Fig. 1: signal wires on met4
The bar under the picture is 20 um long.
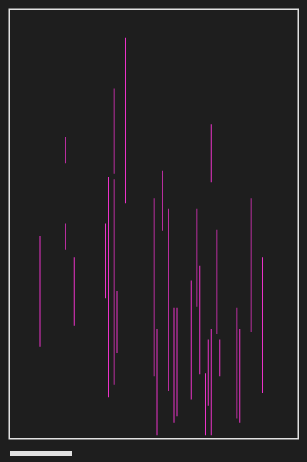
Fig. 2: sizing map
The bar under the picture is 20 um long.
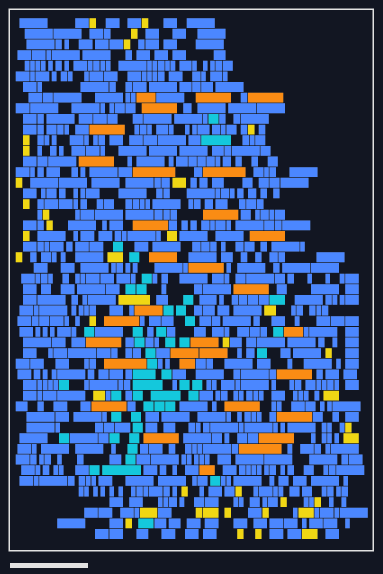
Fig. 3: clock nets
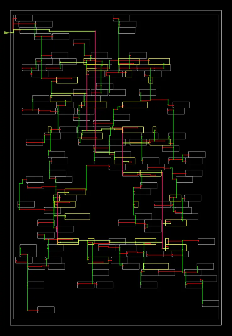
Fig. 4: clock distribution
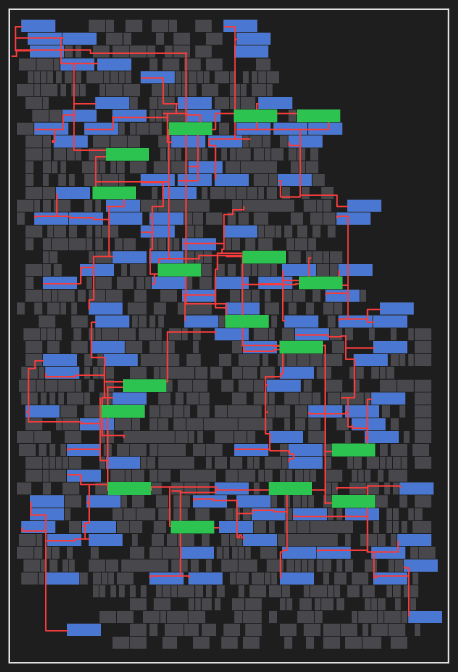
Fig. 5: pin placement
Pins as bars across the die edge, other pins in grey.
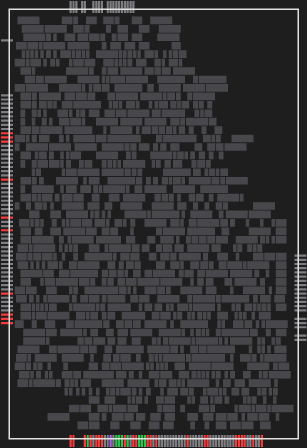
File: config.mk
export PLATFORM = sky130hd
export DESIGN_NAME = io_responder
export DESIGN_NICKNAME = d
export VERILOG_FILES = /design/src/rtl/io_responder.sv
export SDC_FILE = /design/constraint.sdc
export NUM_CORES = 1
export LEC_CHECK = 0
export CORE_ASPECT_RATIO = 1.5
export CORE_UTILIZATION = 44
export CTS_CLUSTER_DIAMETER = 120
export DETAILED_ROUTE_END_ITERATION = 8
export PLACE_DENSITY = 0.75
export SKIP_LAST_GASP = 1
export SLEW_MARGIN = 20
export SYNTH_ARGS = -nofsm -noshare
export SYNTH_HDL_FRONTEND = slang
export SYNTH_SLANG_ARGS = --single-unit
File: constraint.sdc
create_clock -name clk -period 2.9 [get_ports clk]
set_input_delay 0.435 -clock clk [delete_from_list [all_inputs] [get_ports clk]]
set_output_delay 0.435 -clock clk [all_outputs]
set_load 0.02 [all_outputs]
File: src/rtl/io_responder.sv
// CPU IO-bus peripheral endpoint: LED register, buffered input port with
// full/overrun status, handshaked display output port and a cycle counter.
module io_responder #(
  parameter int LED_W = 16,
  parameter int CNT_W = 32
) (
  input  logic             clk,
  input  logic             rst,
  input  logic [7:0]       io_addr,
  input  logic [31:0]      io_dout,
  input  logic             io_we,
  input  logic             io_rd,
  output logic [31:0]      io_din,
  output logic [LED_W-1:0] led,
  input  logic             in_valid,
  input  logic [31:0]      in_data,
  output logic             out_valid,
  output logic [31:0]      out_data,
  input  logic             out_ack
);

  localparam logic [7:0] A_LED      = 8'h00;
  localparam logic [7:0] A_IN_STAT  = 8'h04;
  localparam logic [7:0] A_IN_DATA  = 8'h08;
  localparam logic [7:0] A_OUT_STAT = 8'h0C;
  localparam logic [7:0] A_OUT_DATA = 8'h10;
  localparam logic [7:0] A_CNT      = 8'h14;

  logic [LED_W-1:0] r_led;
  logic [31:0]      r_in_buf;
  logic             r_in_full;
  logic             r_in_ovr;
  logic             r_out_valid;
  logic [31:0]      r_out_data;
  logic             r_out_err;
  logic [CNT_W-1:0] r_cnt;

  logic w_wr_led, w_wr_out, w_wr_cnt;
  logic w_rd_istat, w_rd_idata, w_rd_ostat;
  logic w_in_take, w_ovr_set, w_err_set;

  assign w_wr_led   = io_we && (io_addr == A_LED);
  assign w_wr_out   = io_we && (io_addr == A_OUT_DATA);
  assign w_wr_cnt   = io_we && (io_addr == A_CNT);
  assign w_rd_istat = io_rd && (io_addr == A_IN_STAT);
  assign w_rd_idata = io_rd && (io_addr == A_IN_DATA);
  assign w_rd_ostat = io_rd && (io_addr == A_OUT_STAT);

  // A read of IN_DATA frees the buffer in the same edge, so a coincident
  // new word is latched rather than counted as an overrun.
  assign w_in_take = in_valid && (!r_in_full || w_rd_idata);
  assign w_ovr_set = in_valid && r_in_full && !w_rd_idata;
  // Busy is judged on the registered out_valid, so a write racing a
  // completing handshake is still rejected.
  assign w_err_set = w_wr_out && r_out_valid;

  always_comb begin
    io_din = 32'h0;
    case (io_addr)
      A_LED:      io_din = 32'(r_led);
      A_IN_STAT:  io_din = {30'h0, r_in_ovr, r_in_full};
      A_IN_DATA:  io_din = r_in_buf;
      A_OUT_STAT: io_din = {30'h0, r_out_err, ~r_out_valid};
      A_OUT_DATA: io_din = r_out_data;
      A_CNT:      io_din = 32'(r_cnt);
      default:    io_din = 32'h0;
    endcase
  end

  always_ff @(posedge clk) begin
    if (rst) begin
      r_led       <= '0;
      r_in_buf    <= '0;
      r_in_full   <= 1'b0;
      r_in_ovr    <= 1'b0;
      r_out_valid <= 1'b0;
      r_out_data  <= '0;
      r_out_err   <= 1'b0;
      r_cnt       <= '0;
    end else begin
      if (w_wr_led) r_led <= io_dout[LED_W-1:0];

      if (w_in_take) begin
        r_in_buf  <= in_data;
        r_in_full <= 1'b1;
      end else if (w_rd_idata) begin
        r_in_full <= 1'b0;
      end
      r_in_ovr <= w_ovr_set || (r_in_ovr && !w_rd_istat);

      if (w_wr_out && !r_out_valid) r_out_data <= io_dout;
      r_out_valid <= (r_out_valid && !out_ack) || (w_wr_out && !r_out_valid);
      r_out_err   <= w_err_set || (r_out_err && !w_rd_ostat);

      r_cnt <= w_wr_cnt ? '0 : r_cnt + CNT_W'(1);
    end
  end

  assign led       = r_led;
  assign out_valid = r_out_valid;
  assign out_data  = r_out_data;

endmodule

==> flow_summary_export.csv <==
group,metric,value,unit
synth,synth.distinct_cells,54,
synth,floorplan.nets,767,
run_status,status,"finished, violations left",
worst_setup_path,required,2.47,ns
final_timing,final_hold_viol_count,0,
clocking,htreeDepth,4,
worst_setup_path,worst_path_largest_cell_delay,0.60,ns
synth,edf_count,0,
clocking,cts_inserted_buffers,17,
routing,wl_met2,9970,um
synth,top_logic_kind,"simple AND/OR/NAND/NOR gates",
layout,flops,116,
layout,regArea,0.00232,mm^2
global_route,grt_pass1_vias,5816,
flow_run,timing.max_cap.violations,0,
routing,avgViaCountPerCell,5.74,
clocking,clk_pin_slew,0.05,ns
run_status,violations,"negative setup slack",
power,switchingPower,886,uW
final_timing,setup_viol,1,
synth,synth_top_area_share,0.428,
layout,comb_cells,515,
synth,mux_share,0.0597,
synth,ys_ff,116,
final_timing,fin_ws,-0.00636,ns
synth,top_area_cell,"dfxtp_1",
synth,ys_cells,688,
global_route,grt_pass1_wl,29200,um
layout,n_fill_cell,1021,
worst_setup_path,rrSetupSlack,0.64,ns
synth,ys_warn_count,0,
hold_path,hp-class,"register to register",
placed_design,place_congestion,0.934,
Notes on Fig. 1 above:
The wires run mostly vertical. The longest straight run is 70.7 um. 25 nets have wire on it. The layer carries 968 um of wire.
WL final: 18,800 um
vias: 5,874

Notes on Fig. 2 above:
Cyan stands for x3 and x4, cells 47, share 5.4%, most used buf_4. Orange stands for x6 and larger, cells 31, share 3.6%, most used clkbuf_16. Blue stands for x1 and smaller, cells 753, share 87%, most used nand2_1. Yellow stands for x2, cells 39, share 4.5%, most used clkbuf_2.
Buffers, non-clock: 202
fin area: 0.00792 mm^2
worst setup margin: -0.00636 ns
Layout area overhead: 46.0%

Notes on Fig. 3 above:
CLK BUF: 22
clock latency on the worst-skew pair: 0.41 ns
clock net sink count: 116

Notes on Fig. 4 above:
Red stands for clock wires, length 1,460 um. Blue stands for flip-flops, count 116. Green stands for clock-net drivers, count 17.
There are 18 routed clock nets.
Clock net power: 2.20 mW
Setup Skew: 0.00553 ns
power share of the clock group: 0.530

Notes on Fig. 5 above:
Purple stands for io_we, pins 1, direction input, edge bottom. Green stands for io_addr, pins 8, direction input, edge bottom. Red stands for in_data, pins 32, direction input, edge 22 bottom, 10 left.
All pins by edge: 65 bottom, 56 left, 19 right, 19 top.
die height: 138 um
buffers added on ports: 158
Die X: 92.7 um

Power and IR drop assume default switching activity.
